`config.mk`:
```
export PLATFORM = sky130hd
export DESIGN_NAME = hamming_secded_decoder_flat
export DESIGN_NICKNAME = d
export VERILOG_FILES = /design/src/rtl/hamming_secded_decoder_if.sv /design/src/rtl/hamming_secded_decoder.sv /design/src/flat_wrapper.sv
export SDC_FILE = /design/constraint.sdc
export NUM_CORES = 1
export LEC_CHECK = 0
export CAP_MARGIN = 40
export CORE_ASPECT_RATIO = 1.25
export CORE_MARGIN = 8
export CORE_UTILIZATION = 35
export DETAILED_ROUTE_END_ITERATION = 12
export GPL_TIMING_DRIVEN = 1
export HOLD_SLACK_MARGIN = 0.15
export PLACE_DENSITY = 0.61
export SETUP_SLACK_MARGIN = 0.1
export SYNTH_ARGS = -nofsm -noshare
export SYNTH_HDL_FRONTEND = slang
export SYNTH_SLANG_ARGS = --single-unit
```
`constraint.sdc`:
```
create_clock -name clk -period 4 [get_ports clk]
set_input_delay 0.4 -clock clk [delete_from_list [all_inputs] [get_ports clk]]
set_output_delay 0.4 -clock clk [all_outputs]
set_load 0.005 [all_outputs]
```
`src/rtl/hamming_secded_decoder_if.sv`:
```
// Bus bundle for the SECDED decoder engine.
// Carries the start/completion handshake, the run statistics and the single
// read/write port of the data memory.
//   req          start request (into engine)
//   ack          one-cycle completion pulse
//   busy         engine running
//   n_corrected  single-error words seen in the last run
//   n_double     double-error words seen in the last run
//   mem_addr     memory byte address
//   mem_rd_data  synchronous read data (valid one cycle after mem_addr)
//   mem_wr_en    write strobe
//   mem_wr_data  write data
// Modport slave is the engine side, master is the controller/memory side.
interface hamming_secded_decoder_if #(
    parameter int ADDR_W = 8
);
    logic              req;
    logic              ack;
    logic              busy;
    logic [7:0]        n_corrected;
    logic [7:0]        n_double;
    logic [ADDR_W-1:0] mem_addr;
    logic [7:0]        mem_rd_data;
    logic              mem_wr_en;
    logic [7:0]        mem_wr_data;

    modport slave (
        input  req,
        input  mem_rd_data,
        output ack,
        output busy,
        output n_corrected,
        output n_double,
        output mem_addr,
        output mem_wr_en,
        output mem_wr_data
    );

    modport master (
        output req,
        output mem_rd_data,
        input  ack,
        input  busy,
        input  n_corrected,
        input  n_double,
        input  mem_addr,
        input  mem_wr_en,
        input  mem_wr_data
    );
endinterface

```
`src/rtl/hamming_secded_decoder.sv`:
```
// Hamming SECDED decoder engine.
// Reads NUM_WORDS 16-bit codewords (low byte first) from SRC_BASE, corrects
// single errors, flags double errors, and writes each 11-bit message plus a
// 2-bit status tag to DST_BASE as two bytes.
// Ports:
//   clk    system clock, rising edge
//   reset  asynchronous active-low reset
//   bus    hamming_secded_decoder_if.slave (handshake, stats, memory port)
//
// state | meaning
// IDLE  | waiting for req
// RD_LO | present codeword low-byte address
// RD_HI | present high-byte address, capture low byte
// CAP   | capture high byte
// WR_LO | write result low byte, update error counters
// WR_HI | write result high byte, advance or finish
// DONE  | one-cycle ack
module hamming_secded_decoder #(
    parameter int SRC_BASE  = 64,
    parameter int DST_BASE  = 94,
    parameter int NUM_WORDS = 15,
    parameter int ADDR_W    = 8
) (
    input  logic clk,
    input  logic reset,
    hamming_secded_decoder_if.slave bus
);

    typedef enum logic [2:0] {
        IDLE,
        RD_LO,
        RD_HI,
        CAP,
        WR_LO,
        WR_HI,
        DONE
    } state_t;

    state_t            state;
    state_t            state_nxt;
    logic [6:0]        idx;
    logic [15:0]       cw;
    logic [7:0]        n_corr;
    logic [7:0]        n_dbl;

    logic [ADDR_W-1:0] src_addr;
    logic [ADDR_W-1:0] dst_addr;
    logic              last_word;

    logic [3:0]        syn;
    logic              pall;
    logic [15:0]       cw_fix;
    logic [1:0]        status;
    logic [7:0]        res_lo;
    logic [7:0]        res_hi;
    logic              err_single;
    logic              err_double;

    // Address arithmetic deliberately wraps modulo 2^ADDR_W.
    assign src_addr  = ADDR_W'(SRC_BASE + 2 * int'(idx));
    assign dst_addr  = ADDR_W'(DST_BASE + 2 * int'(idx));
    assign last_word = (idx == 7'(NUM_WORDS - 1));

    always_comb begin
        syn = 4'd0;
        for (int k = 1; k < 16; k++) begin
            if (cw[k]) syn = syn ^ 4'(k);
        end
        pall       = ^cw;
        err_single = pall;
        err_double = !pall && (syn != 4'd0);
        cw_fix     = cw;
        // syn==0 with odd parity lands on bit 0 (p16), leaving data untouched.
        if (err_single) cw_fix[syn] = ~cw[syn];
        status     = {err_double, err_single};
        res_lo     = {cw_fix[12:9], cw_fix[7:5], cw_fix[3]};
        res_hi     = {status, 3'b000, cw_fix[15:13]};
    end

    always_ff @(posedge clk or negedge reset) begin
        if (!reset) begin
            state  <= IDLE;
            idx    <= 7'd0;
            cw     <= 16'd0;
            n_corr <= 8'd0;
            n_dbl  <= 8'd0;
        end else begin
            state <= state_nxt;
            case (state)
                IDLE: begin
                    if (bus.req) begin
                        idx    <= 7'd0;
                        n_corr <= 8'd0;
                        n_dbl  <= 8'd0;
                    end
                end
                RD_HI: cw[7:0]  <= bus.mem_rd_data;
                CAP:   cw[15:8] <= bus.mem_rd_data;
                WR_LO: begin
                    if (err_single && n_corr != 8'hFF) n_corr <= n_corr + 8'd1;
                    if (err_double && n_dbl != 8'hFF)  n_dbl  <= n_dbl + 8'd1;
                end
                WR_HI: begin
                    if (!last_word) idx <= idx + 7'd1;
                end
                default: ;
            endcase
        end
    end

    always_comb begin
        state_nxt       = state;
        bus.ack         = 1'b0;
        bus.busy        = 1'b0;
        bus.mem_addr    = '0;
        bus.mem_wr_en   = 1'b0;
        bus.mem_wr_data = 8'd0;
        case (state)
            IDLE: begin
                if (bus.req) state_nxt = RD_LO;
            end
            RD_LO: begin
                bus.busy     = 1'b1;
                bus.mem_addr = src_addr;
                state_nxt    = RD_HI;
            end
            RD_HI: begin
                bus.busy     = 1'b1;
                bus.mem_addr = src_addr + ADDR_W'(1);
                state_nxt    = CAP;
            end
            CAP: begin
                bus.busy  = 1'b1;
                state_nxt = WR_LO;
            end
            WR_LO: begin
                bus.busy        = 1'b1;
                bus.mem_addr    = dst_addr;
                bus.mem_wr_en   = 1'b1;
                bus.mem_wr_data = res_lo;
                state_nxt       = WR_HI;
            end
            WR_HI: begin
                bus.busy        = 1'b1;
                bus.mem_addr    = dst_addr + ADDR_W'(1);
                bus.mem_wr_en   = 1'b1;
                bus.mem_wr_data = res_hi;
                state_nxt       = last_word ? DONE : RD_LO;
            end
            DONE: begin
                bus.busy  = 1'b1;
                bus.ack   = 1'b1;
                state_nxt = IDLE;
            end
            default: state_nxt = IDLE;
        endcase
    end

    assign bus.n_corrected = n_corr;
    assign bus.n_double    = n_dbl;

endmodule

```
`src/flat_wrapper.sv`:
```
// flat-port wrapper written by rule: the top's interface ports become plain ports
module hamming_secded_decoder_flat 
#(
    parameter int SRC_BASE  = 64,
    parameter int DST_BASE  = 94,
    parameter int NUM_WORDS = 15,
    parameter int ADDR_W    = 8
)
  (clk, reset, bus_req, bus_mem_rd_data, bus_ack, bus_busy, bus_n_corrected, bus_n_double, bus_mem_addr, bus_mem_wr_en, bus_mem_wr_data);
  hamming_secded_decoder_if #(.ADDR_W(ADDR_W)) bus_i ();
  input  logic clk;
  input  logic reset;
  input wire logic [$bits(bus_i.req)-1:0] bus_req;
  input wire logic [$bits(bus_i.mem_rd_data)-1:0] bus_mem_rd_data;
  output wire logic [$bits(bus_i.ack)-1:0] bus_ack;
  output wire logic [$bits(bus_i.busy)-1:0] bus_busy;
  output wire logic [$bits(bus_i.n_corrected)-1:0] bus_n_corrected;
  output wire logic [$bits(bus_i.n_double)-1:0] bus_n_double;
  output wire logic [$bits(bus_i.mem_addr)-1:0] bus_mem_addr;
  output wire logic [$bits(bus_i.mem_wr_en)-1:0] bus_mem_wr_en;
  output wire logic [$bits(bus_i.mem_wr_data)-1:0] bus_mem_wr_data;
  assign bus_i.req = bus_req;
  assign bus_i.mem_rd_data = bus_mem_rd_data;
  assign bus_ack = bus_i.ack;
  assign bus_busy = bus_i.busy;
  assign bus_n_corrected = bus_i.n_corrected;
  assign bus_n_double = bus_i.n_double;
  assign bus_mem_addr = bus_i.mem_addr;
  assign bus_mem_wr_en = bus_i.mem_wr_en;
  assign bus_mem_wr_data = bus_i.mem_wr_data;
  hamming_secded_decoder #(.SRC_BASE(SRC_BASE), .DST_BASE(DST_BASE), .NUM_WORDS(NUM_WORDS), .ADDR_W(ADDR_W)) u_core (.clk(clk), .reset(reset), .bus(bus_i));
endmodule
```
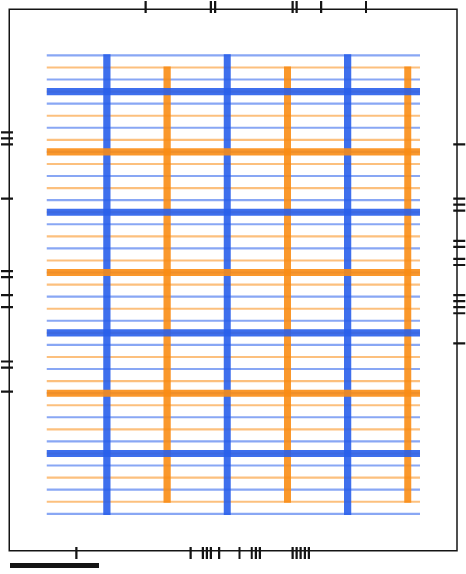
*PDN straps and rails*
Bar = 20 um. Pins as bars on the die edge.
colour	net
blue	VSS
orange	VDD
met4 straps	6
met1 rails	39
signal pins	46
met5 straps	7
rows	38

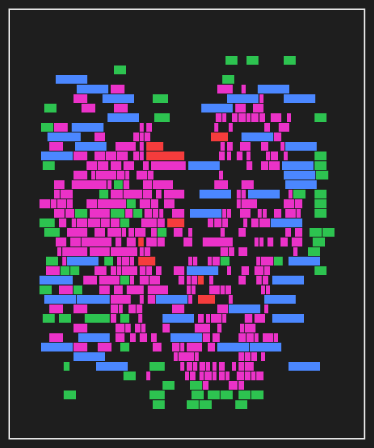
*Placement by cell class*
colour	class	cells	share of their area
green	remaining buffers and delay cells	63	16%
blue	registers	42	27%
red	clock drivers and dummy loads	8	2.8%
magenta	remaining logic cells	296	54%

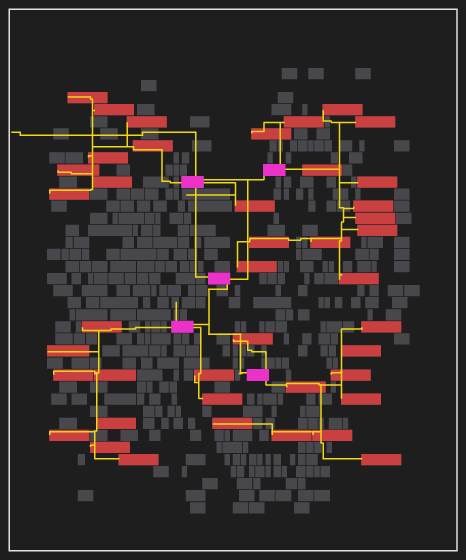
*Clock wires, drivers and flops*
[yellow] clock wires | length: 640 um
[red] flip-flops | count: 42
[magenta] clock-net drivers | count: 5
routed clock nets	6

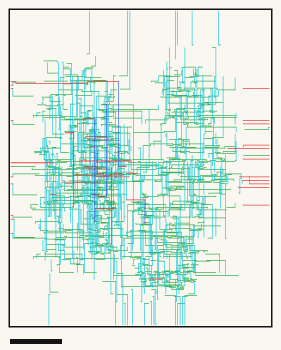
*Routed metal, one colour a layer*
Bar = 20 um.
colour	layer	wire length
red	M3	335 um
blue	M4	184 um
cyan	M2	4,320 um
green	M1	3,410 um

==> flow_summary.rst <==
Physical design figures
=======================

.. list-table::
   :header-rows: 1

   * - Metric
     - Value
   * - Antenna violations before repair
     - 0
   * - Combined buffer and inverter count along the critical path
     - 2
   * - Seq/Total Area, Yosys
     - 33.6%
   * - CTS-repair resized insts
     - 5
   * - Area share of xor/xnor cells in the synthesized design
     - 15.5%
   * - Clock tree sinks
     - 42
   * - Reg2reg path depth
     - 10
   * - Count of TritonRoute iterations in the first routing pass
     - 4
   * - Clock Tree Root
     - sky130_fd_sc_hd__clkbuf_8
   * - Vias in the first global route
     - 2,637
   * - Antenna Nets Post-Route
     - 0
   * - Launching instance or port of the critical path
     - u_core.cw[15]$_DFFE_PN0N_
   * - WHS
     - approximately 0.52 ns
   * - Syn. warnings
     - 0
   * - ANT cells
     - 0
   * - Die outline height
     - 122 um
   * - Standard-cell row count
     - 38
   * - Largest fanout of any net on the critical path
     - 7
   * - Core Region
     - 0.00870 sq mm
   * - Number of DRC markers after the initial detailed-route iteration
     - roughly 64
   * - Comb. cell area
     - 0.00206 sq mm
   * - Placed cell count
     - a little over 500
   * - Final-report setup violation count
     - 0
   * - Pin count of the biggest net entering global routing
     - 32
   * - Yosys-reported design area after synthesis
     - 0.00313 sq mm
   * - Total of max-cap violations
     - 0
   * - Overall chip area
     - 0.0122 sq mm
   * - Total number of warnings across the stage logs
     - 28
   * - Port bufs
     - 45
   * - Worst setup path end
     - bus_mem_wr_data[1]
   * - Number of cells on the critical path
     - 10
   * - Effective utilization at floorplan
     - a little over a third
   * - Largest non-sequential cell family by area
     - simple AND/OR/NAND/NOR gates
   * - CTS clk-pin slew, worst paths
     - 0.09 ns
   * - Worst reg-to-reg setup slack
     - 1.24 ns
   * - Layout Cells excl Fill
     - ~530
   * - Post-Route Setup TNS
     - 0 ns
   * - Cell area after synthesis
     - 0.00313 sq mm
   * - Dpl ws
     - about 0.25 ns
   * - Crit path time final
     - ~3.7 ns
   * - Tightest slew margin relative to the limit
     - between 40% and 50%
   * - H-tree depth reported by CTS
     - 2
   * - Tightest Hold Check Type
     - in2async
   * - Cell type with the highest aggregate area in the netlist
     - sky130_fd_sc_hd__dfrtp_1
   * - Worst clock skew on the final layout
     - between 0.005 and 0.006 ns
   * - Hold Violations, Final
     - 0
   * - Top delay family on crit path
     - XOR/XNOR gates
   * - Worst path slowest cell
     - sky130_fd_sc_hd__clkdlybuf4s50_1
   * - Mapped Nets
     - 370
   * - Run status
     - finished, final reports clean
   * - Post-synthesis instance total
     - roughly 350
   * - Final Max Slew Viols
     - 0
   * - Portion of synthesized cell area occupied by the leading cell type
     - 33.6%
   * - Area overhead of the layout relative to synthesis
     - 28.5%
   * - Post-synth area hogs
     - sky130_fd_sc_hd__dfrtp_1 34%, sky130_fd_sc_hd__xnor2_1 5.9%, sky130_fd_sc_hd__xor2_1 5.9%, sky130_fd_sc_hd__mux2_2 5.8%, sky130_fd_sc_hd__o21ai_0 4.6%
   * - Cell-by-cell trace of the critical path
     - xnor2_1 -> xnor3_2 -> xor2_2 -> buf_6 -> mux2i_1 -> o22ai_2 -> o21ai_0 -> o21ai_1 -> a211oi_1 -> clkdlybuf4s50_1
   * - GRT Total Usage
     - 13.5%
   * - Startpoint class of the critical path
     - flip-flop
   * - Detailed-route vias per instance
     - 5.21
   * - FFs w/ async S/R, synth
     - 100%
   * - Number of CTS-inserted buffers
     - 5
   * - Final setup slack of the worst path
     - 0.339 ns
   * - Final RePlAce weighted congestion
     - 0.899
   * - Worst flop-to-flop path startpoint
     - u_core.cw[15]$_DFFE_PN0N_
   * - Source-to-sink clock delay at the later pin of the worst-skew pair
     - 0.30 ns
   * - Post-synth mux share
     - around a tenth
   * - X dimension of the die
     - 101 um
   * - Filler Cell Count
     - 844
   * - Most used DFF post-synth
     - sky130_fd_sc_hd__dfrtp_1
## flip-flops by register name, summed over array words and instances, names as in the netlist
| register | count |
|---|---|
| u_core.bus.n_corrected | 8 |
| u_core.state | 3 |
| u_core.cw | 16 |
| u_core.idx | 7 |
| u_core.bus.n_double | 8 |
## area by class of cell
class	instances	area share [%]
clock inverters	3	0.995
repair buffers	63	15.3
flip-flops and latches	42	26.2
well taps	120	3.73
multi-input cells	286	51.2
clock buffers	5	1.71
inverters	10	0.933
## per-layer routing
layer,global-route usage (%),share of wire (%)
met5,0,0
met4,5.59,2.2
met2,23.5,52
met3,2.74,4.0
met1,15.6,41
